<file path="src/rtl/key_blink_pkg.sv">
// Shared types and constants for the key-driven LED blink controller:
// channel modes, key bit positions and the active-low 7-segment table.
package key_blink_pkg;

  typedef enum logic [1:0] {
    MODE_OFF   = 2'd0,
    MODE_ON    = 2'd1,
    MODE_BLINK = 2'd2
  } mode_e;

  localparam int K_UP   = 0;
  localparam int K_DN   = 1;
  localparam int K_NEXT = 2;
  localparam int K_MODE = 3;

  localparam logic [3:0] DIG_BLANK = 4'd10;

  // Segment a is bit 0, g is bit 6; a 0 lights the segment.
  function automatic logic [6:0] seg7_enc(input logic [3:0] d);
    logic [6:0] s;
    case (d)
      4'd0:    s = 7'h40;
      4'd1:    s = 7'h79;
      4'd2:    s = 7'h24;
      4'd3:    s = 7'h30;
      4'd4:    s = 7'h19;
      4'd5:    s = 7'h12;
      4'd6:    s = 7'h02;
      4'd7:    s = 7'h78;
      4'd8:    s = 7'h00;
      4'd9:    s = 7'h10;
      default: s = 7'h7F;
    endcase
    return s;
  endfunction

endpackage

</file>
<file path="src/rtl/key_debounce.sv">
// Debounces one active-low key on the 1 ms tick and emits a one-cycle
// press pulse on each accepted high-to-low transition.
module key_debounce #(
  parameter int DEB_MS = 20
) (
  input  logic clk,
  input  logic rst_n,
  input  logic ms_tick,
  input  logic key_n,
  output logic level,
  output logic press
);

  logic [1:0]  r_sync;
  logic [15:0] r_cnt;
  logic        r_arm;
  logic        r_level;
  logic        r_press;
  logic        w_raw;
  logic        w_target;

  assign w_raw = r_sync[1];
  // Until a released key has been seen after reset, only "high" is confirmed,
  // so a key held through reset never produces a press.
  assign w_target = r_arm ? ~r_level : 1'b1;

  always_ff @(posedge clk or negedge rst_n) begin
    if (!rst_n) begin
      r_sync  <= 2'b11;
      r_cnt   <= '0;
      r_arm   <= 1'b0;
      r_level <= 1'b1;
      r_press <= 1'b0;
    end else begin
      r_sync  <= {r_sync[0], key_n};
      r_press <= 1'b0;
      if (w_raw != w_target) begin
        r_cnt <= '0;
      end else if (ms_tick) begin
        if (r_cnt == 16'(DEB_MS - 1)) begin
          r_cnt <= '0;
          if (!r_arm) begin
            r_arm <= 1'b1;
          end else begin
            r_level <= w_raw;
            r_press <= ~w_raw;
          end
        end else begin
          r_cnt <= r_cnt + 16'd1;
        end
      end
    end
  end

  assign level = r_level;
  assign press = r_press;

endmodule

</file>
<file path="src/rtl/key_blink_ctrl.sv">
// Four-key controller for N_CH blinking LEDs with per-channel period/mode,
// auto-repeat on up/down, and an 8-digit multiplexed status display.
module key_blink_ctrl
  import key_blink_pkg::*;
#(
  parameter int F_CLK       = 50_000_000,
  parameter int N_CH        = 4,
  parameter int P_MIN       = 50,
  parameter int P_MAX       = 1000,
  parameter int P_STEP      = 50,
  parameter int DEB_MS      = 20,
  parameter int REP_DLY_MS  = 500,
  parameter int REP_RATE_MS = 100
) (
  input  logic            clk,
  input  logic            rst_n,
  input  logic [3:0]      key,
  output logic [N_CH-1:0] led,
  output logic [7:0]      cs,
  output logic [7:0]      seg
);

  localparam int TICK_DIV = F_CLK / 1000;
  localparam int TW       = (TICK_DIV > 1) ? $clog2(TICK_DIV) : 1;
  localparam int SW       = (N_CH > 1) ? $clog2(N_CH) : 1;

  logic [TW-1:0]   r_tick_cnt;
  logic            r_ms_tick;
  logic [3:0]      w_lvl;
  logic [3:0]      w_prs;
  logic [3:0]      w_act;
  logic            w_up_held;
  logic            w_dn_held;
  logic            w_single;
  logic [15:0]     r_rep_cnt;
  logic            r_rep_first;
  logic            r_single_q;
  logic            w_rep_step;
  logic            w_inc;
  logic            w_dec;
  logic [13:0]     r_period [N_CH];
  mode_e           r_mode   [N_CH];
  logic [13:0]     r_cnt    [N_CH];
  logic [N_CH-1:0] r_phase;
  logic [N_CH-1:0] r_led;
  logic [SW-1:0]   r_sel;
  logic [13:0]     w_per_sel;
  logic [15:0]     w_sum;
  logic [13:0]     w_per_up;
  logic [13:0]     w_per_dn;
  logic [13:0]     w_per_new;
  logic            w_per_chg;
  logic            w_mode_chg;
  mode_e           w_mode_next;
  logic [2:0]      r_dig;
  logic [7:0]      r_cs;
  logic [7:0]      r_seg;
  logic [7:0]      w_dig_seg;
  logic [3:0]      w_d_th;
  logic [3:0]      w_d_hu;
  logic [3:0]      w_d_te;
  logic [3:0]      w_d_un;

  always_ff @(posedge clk or negedge rst_n) begin
    if (!rst_n) begin
      r_tick_cnt <= '0;
      r_ms_tick  <= 1'b0;
    end else if (r_tick_cnt == TW'(TICK_DIV - 1)) begin
      r_tick_cnt <= '0;
      r_ms_tick  <= 1'b1;
    end else begin
      r_tick_cnt <= r_tick_cnt + 1'b1;
      r_ms_tick  <= 1'b0;
    end
  end

  for (genvar g = 0; g < 4; g++) begin : g_deb
    key_debounce #(.DEB_MS(DEB_MS)) u_deb (
      .clk     (clk),
      .rst_n   (rst_n),
      .ms_tick (r_ms_tick),
      .key_n   (key[g]),
      .level   (w_lvl[g]),
      .press   (w_prs[g])
    );
  end

  assign w_act     = w_prs & ~w_lvl;
  assign w_up_held = ~w_lvl[K_UP];
  assign w_dn_held = ~w_lvl[K_DN];
  assign w_single  = w_up_held ^ w_dn_held;

  // Repeat timer restarts whenever exactly one of up/down becomes the sole held key.
  assign w_rep_step = r_ms_tick && w_single && r_single_q &&
                      (r_rep_first ? (r_rep_cnt == 16'(REP_DLY_MS - 1))
                                   : (r_rep_cnt == 16'(REP_RATE_MS - 1)));

  always_ff @(posedge clk or negedge rst_n) begin
    if (!rst_n) begin
      r_single_q  <= 1'b0;
      r_rep_cnt   <= '0;
      r_rep_first <= 1'b1;
    end else begin
      r_single_q <= w_single;
      if (!w_single || !r_single_q) begin
        r_rep_cnt   <= '0;
        r_rep_first <= 1'b1;
      end else if (r_ms_tick) begin
        if (w_rep_step) begin
          r_rep_cnt   <= '0;
          r_rep_first <= 1'b0;
        end else begin
          r_rep_cnt <= r_rep_cnt + 16'd1;
        end
      end
    end
  end

  assign w_inc = (w_act[K_UP] & ~w_dn_held) | (w_rep_step & w_up_held);
  assign w_dec = (w_act[K_DN] & ~w_up_held) | (w_rep_step & w_dn_held);

  assign w_per_sel  = r_period[r_sel];
  assign w_sum      = 16'(w_per_sel) + 16'(P_STEP);
  assign w_per_up   = (w_sum > 16'(P_MAX)) ? 14'(P_MAX) : w_sum[13:0];
  assign w_per_dn   = (16'(w_per_sel) < 16'(P_MIN + P_STEP)) ? 14'(P_MIN)
                                                              : w_per_sel - 14'(P_STEP);
  assign w_per_new  = w_inc ? w_per_up : w_per_dn;
  assign w_per_chg  = (w_inc | w_dec) && (w_per_new != w_per_sel);
  assign w_mode_chg = w_act[K_MODE];

  always_comb begin
    w_mode_next = MODE_OFF;
    case (r_mode[r_sel])
      MODE_OFF: w_mode_next = MODE_ON;
      MODE_ON:  w_mode_next = MODE_BLINK;
      default:  w_mode_next = MODE_OFF;
    endcase
  end

  always_ff @(posedge clk or negedge rst_n) begin
    if (!rst_n) begin
      for (int i = 0; i < N_CH; i++) begin
        r_period[i] <= 14'(P_MAX);
        r_mode[i]   <= MODE_BLINK;
        r_cnt[i]    <= '0;
      end
      r_phase <= '0;
      r_led   <= '0;
      r_sel   <= '0;
    end else begin
      if (w_act[K_NEXT])
        r_sel <= (r_sel == SW'(N_CH - 1)) ? '0 : r_sel + 1'b1;
      for (int i = 0; i < N_CH; i++) begin
        if ((SW'(i) == r_sel) && (w_per_chg || w_mode_chg)) begin
          if (w_per_chg)  r_period[i] <= w_per_new;
          if (w_mode_chg) r_mode[i]   <= w_mode_next;
          r_cnt[i]   <= '0;
          r_phase[i] <= 1'b0;
        end else if (r_mode[i] != MODE_BLINK) begin
          r_cnt[i]   <= '0;
          r_phase[i] <= 1'b0;
        end else if (r_ms_tick) begin
          if (r_cnt[i] == r_period[i] - 14'd1) begin
            r_cnt[i]   <= '0;
            r_phase[i] <= ~r_phase[i];
          end else begin
            r_cnt[i] <= r_cnt[i] + 14'd1;
          end
        end
        case (r_mode[i])
          MODE_OFF: r_led[i] <= 1'b0;
          MODE_ON:  r_led[i] <= 1'b1;
          default:  r_led[i] <= r_phase[i];
        endcase
      end
    end
  end

  assign w_d_th = 4'(w_per_sel / 14'd1000);
  assign w_d_hu = 4'((w_per_sel / 14'd100) % 14'd10);
  assign w_d_te = 4'((w_per_sel / 14'd10) % 14'd10);
  assign w_d_un = 4'(w_per_sel % 14'd10);

  always_comb begin
    w_dig_seg = {1'b1, seg7_enc(DIG_BLANK)};
    case (r_dig)
      3'd0:    w_dig_seg = {1'b0, seg7_enc(4'(r_sel))};
      3'd1:    w_dig_seg = {1'b1, seg7_enc(4'(r_mode[r_sel]))};
      3'd4:    w_dig_seg = {1'b1, seg7_enc(w_d_th)};
      3'd5:    w_dig_seg = {1'b1, seg7_enc(w_d_hu)};
      3'd6:    w_dig_seg = {1'b1, seg7_enc(w_d_te)};
      3'd7:    w_dig_seg = {1'b1, seg7_enc(w_d_un)};
      default: w_dig_seg = {1'b1, seg7_enc(DIG_BLANK)};
    endcase
  end

  always_ff @(posedge clk or negedge rst_n) begin
    if (!rst_n) begin
      r_dig <= '0;
      r_cs  <= 8'hFF;
      r_seg <= 8'hFF;
    end else if (r_ms_tick) begin
      r_cs  <= ~(8'h01 << r_dig);
      r_seg <= w_dig_seg;
      r_dig <= r_dig + 3'd1;
    end
  end

  assign led = r_led;
  assign cs  = r_cs;
  assign seg = r_seg;

endmodule

</file>
<file path="config.mk">
export PLATFORM = sky130hd
export DESIGN_NAME = key_blink_ctrl
export DESIGN_NICKNAME = d
export VERILOG_FILES = /design/src/rtl/key_blink_pkg.sv /design/src/rtl/key_debounce.sv /design/src/rtl/key_blink_ctrl.sv
export SDC_FILE = /design/constraint.sdc
export NUM_CORES = 1
export LEC_CHECK = 0
export ABC_AREA = 1
export CORE_MARGIN = 5
export CORE_UTILIZATION = 58
export CTS_CLUSTER_SIZE = 28
export DETAILED_ROUTE_END_ITERATION = 16
export PLACE_DENSITY = 0.74
export SYNTH_ARGS = -nofsm -noshare
export SYNTH_HDL_FRONTEND = slang
export SYNTH_SLANG_ARGS = --single-unit
</file>
<file path="constraint.sdc">
create_clock -name clk -period 12.2 [get_ports clk]
set_clock_uncertainty 0.05 [all_clocks]
set_input_delay 1.83 -clock clk [delete_from_list [all_inputs] [get_ports clk]]
set_output_delay 1.83 -clock clk [all_outputs]
set_load 0.03 [all_outputs]
</file>
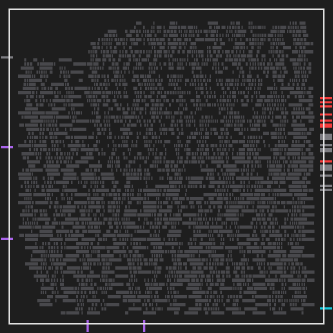
Figure 1: pin map.
Drawn at 1.5 px/µm. Pins as bars across the die edge, other pins in grey.
seg: drawn in red, pins 8, direction output, edge right. rst_n: drawn in cyan, pins 1, direction input, edge right. key: drawn in purple, pins 4, direction input, edge 2 left, 2 bottom.
All pins by edge: 21 right, 3 left, 2 bottom.
die height: 209 µm
Die Wd: 209 µm

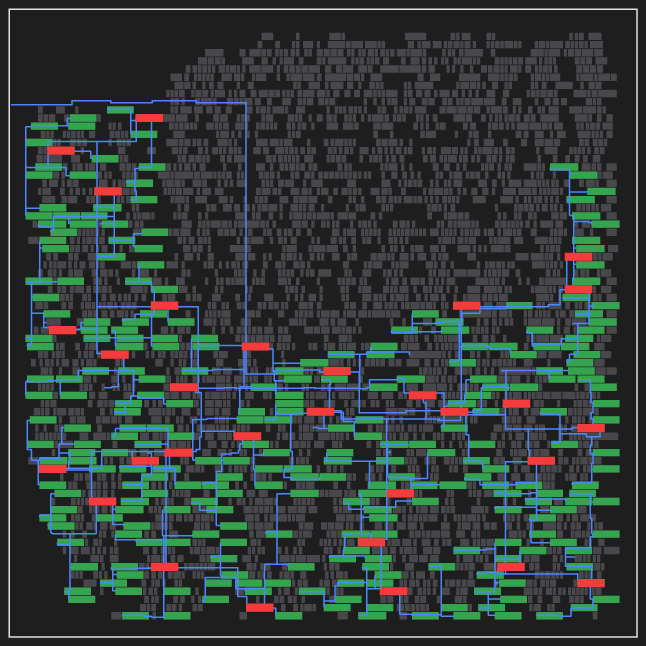
Figure 2: routed clock nets over the placement.
Drawn at 3 px/µm.
flip-flops: drawn in green, count 268. clock wires: drawn in blue, length 3490 µm. cells driving clock nets: drawn in red, count 30.
There are 31 routed clock nets.
clk_lat worst skew: 0.56 ns
Clock Power: 0.000937 W

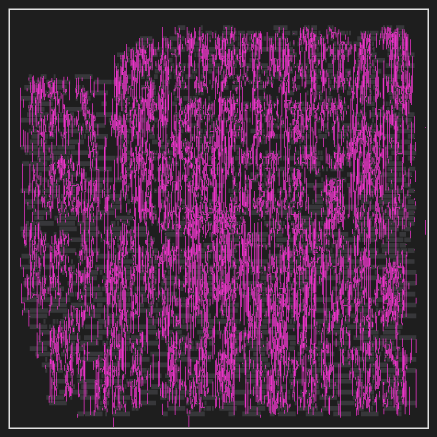
Figure 3: the metal 2 layer.
Drawn at 2 px/µm.
The layer carries 27.1 mm of wire. The wires run mostly vertical.
Post-Route WL: 58.3 mm
met2 Use GR: 42.8%
Via Count: 21558

==> flow_metrics.env <==
# flow metrics
export IMPL_outcome="completed"
export IMPL_dpl_cell_count=3752
export IMPL_pre_cts_slack_ns=0.588
export IMPL_num_antenna_cells=0
export IMPL_arrival_ns=11.54
export IMPL_gr_usage_all_layers_pct=25.8
export IMPL_crit_buf_inv=4
export IMPL_clock_fmax_mhz=90.0
export IMPL_drc=0
export IMPL_largest_registers="g_deb.u_deb.r_cnt x64, r_cnt x56, r_period x56"
export IMPL_ys_cells=3249
export IMPL_final_hold_viol_count=0
export IMPL_ys_sh_aoi_pct=13.2
export IMPL_syn_inst=3249
export IMPL_synth_warnings=0
export IMPL_buf_share_pct=1.42
export IMPL_largest_register="g_deb.u_deb.r_cnt"
export IMPL_postLayoutCoreUtil_pct=63.2
export IMPL_comb_share_pct=57.4
export IMPL_maxSlewViolCount=0
export IMPL_synth_avg_cell_area_um2=7.05
export IMPL_grt_pass1_vias=20244
export IMPL_slowest_stage="dfrtp_1"
export IMPL_combinationalPowerShare_pct=1.3
export IMPL_grt_antenna_before_repair=0
export IMPL_cts_tree="yes"
export IMPL_n_clock_buffer=41
export IMPL_port_buffers=25
export IMPL_mostFrequentLayoutCells="nand2_1 (729), inv_1 (375), nor2_1 (313)"
export IMPL_place_gp_congestion=0.924
export IMPL_yosys_area_share_simple_pct=37.0
export IMPL_hold_class="reg -> reg"
export IMPL_tapCellCount=518
export IMPL_ys_area_um2=22900
export IMPL_finalWorstSetupSlack_ns=1.09
export IMPL_reg2regPathDepth=77
export IMPL_met3_length_mm=3.36
export IMPL_ctsHoldBuffers=0
export IMPL_clk_path_buf_depth=3
export IMPL_routed_wl_met2_mm=27.1
export IMPL_rr_startpoint="r_sel[0]$_DFFE_PN0P_"
export IMPL_powerDensity_nw_per_um2=75.6
export IMPL_cts_buffers=30
export IMPL_setup_worst_path_start="r_sel[0]$_DFFE_PN0P_"
export IMPL_grtUsageMet1_pct=36.1
export IMPL_tightestPinTransition_ns=1.25
export IMPL_ys_flop_type="dfrtp_1"
export IMPL_seq_share_pct=27.6
export IMPL_yosysUniqueCellTypes=76
export IMPL_most_common_cell="nand2_1"
export IMPL_dominant_cells="combinational gates"
export IMPL_post_cts_buffers=0
export IMPL_p_sw_w=0.000386
export IMPL_vdd_ir_drop_worst_v=0.000117
export IMPL_design_die_area_um2=43600
export IMPL_nMultiInputCombCells=2505
export IMPL_final_cell_area_um2=24500
export IMPL_fin_crit_ns=11.11
export IMPL_seqPwrFrac_pct=48.2
export IMPL_n_all_inverters=427
export IMPL_fin_crit_sh_pct=91.1
export IMPL_layout_area_seq_um2=6780
export IMPL_netSwitchingFraction_pct=20.8
export IMPL_cts_root_buf="clkbuf_16"
export IMPL_cts_htree_levels=1
export IMPL_seq_power_w=0.000893
export IMPL_cts_resized=0
export IMPL_ys_async_sr_fraction_pct=100
export IMPL_grt_most_used_layer="met2"
export IMPL_clk_share_pct=4.21
export IMPL_grt_pass1_wl_mm=97.3
export IMPL_ys_seq_share_pct=29.6
export IMPL_relSlewSlack_pct=15.8
export IMPL_crit_required_ns=12.63
export IMPL_clkSinkCount=268
export IMPL_synthTopCellsByArea="dfrtp_1 (23%), nand2_1 (12%), dfstp_2 (6.5%), inv_1 (6.1%), xor2_1 (5.6%)"
export IMPL_std_cell_rows=72
export IMPL_hpwlAfterDp_mm=44.0
export IMPL_grt_use_met3_pct=3.39
export IMPL_yosys_top_cells_count="nand2_1 (729), inv_1 (375), nor2_1 (313)"
export IMPL_p_leak_nw=11.6
export IMPL_fin_nets=3336
export IMPL_grt_setup_unrepaired="false"
export IMPL_end_kind="flop"
export IMPL_ys_sh_mux_pct=0.219
export IMPL_ys_flops=268
export IMPL_total_power_w=0.00185
export IMPL_cap_violations=0
export IMPL_n_fill_cell=3498
export IMPL_synthAdderAreaFrac_pct=3.33
export IMPL_lay_top_count="nand2_1"
export IMPL_min_to="g_deb[2].u_deb.r_sync[1]$_DFF_PN1_"
export IMPL_initialDrtViolationCount=1960
export IMPL_critical_path_class="reg -> reg"
export IMPL_place_area_um2=23500
export IMPL_setup_violations_final=0
export IMPL_largest_reg_flops=64
export IMPL_holdPathStages=0
export IMPL_comb_cell_power_w=0.0000238
export IMPL_warnings=59
export IMPL_critPathMaxStageDelay_ns=0.41
export IMPL_synth_nets=3316
export IMPL_hp_start="g_deb[2].u_deb.r_sync[0]$_DFF_PN1_"
export IMPL_crit_family="simple AND/OR/NAND/NOR gates"
export IMPL_reg2reg_to="seg[3]$_DFFE_PN1P_"
export IMPL_numSequentialCells=268
export IMPL_edf_count=0
export IMPL_crit_path_end="seg[3]$_DFFE_PN1P_"
export IMPL_clkPwrFrac_pct=50.5
export IMPL_viasPerCell=5.66
export IMPL_first_pass_iters=8
export IMPL_top_layer="met4"
export IMPL_syn_area_um2=22900
No activity file was given, so power comes from the tool's default toggle rates.
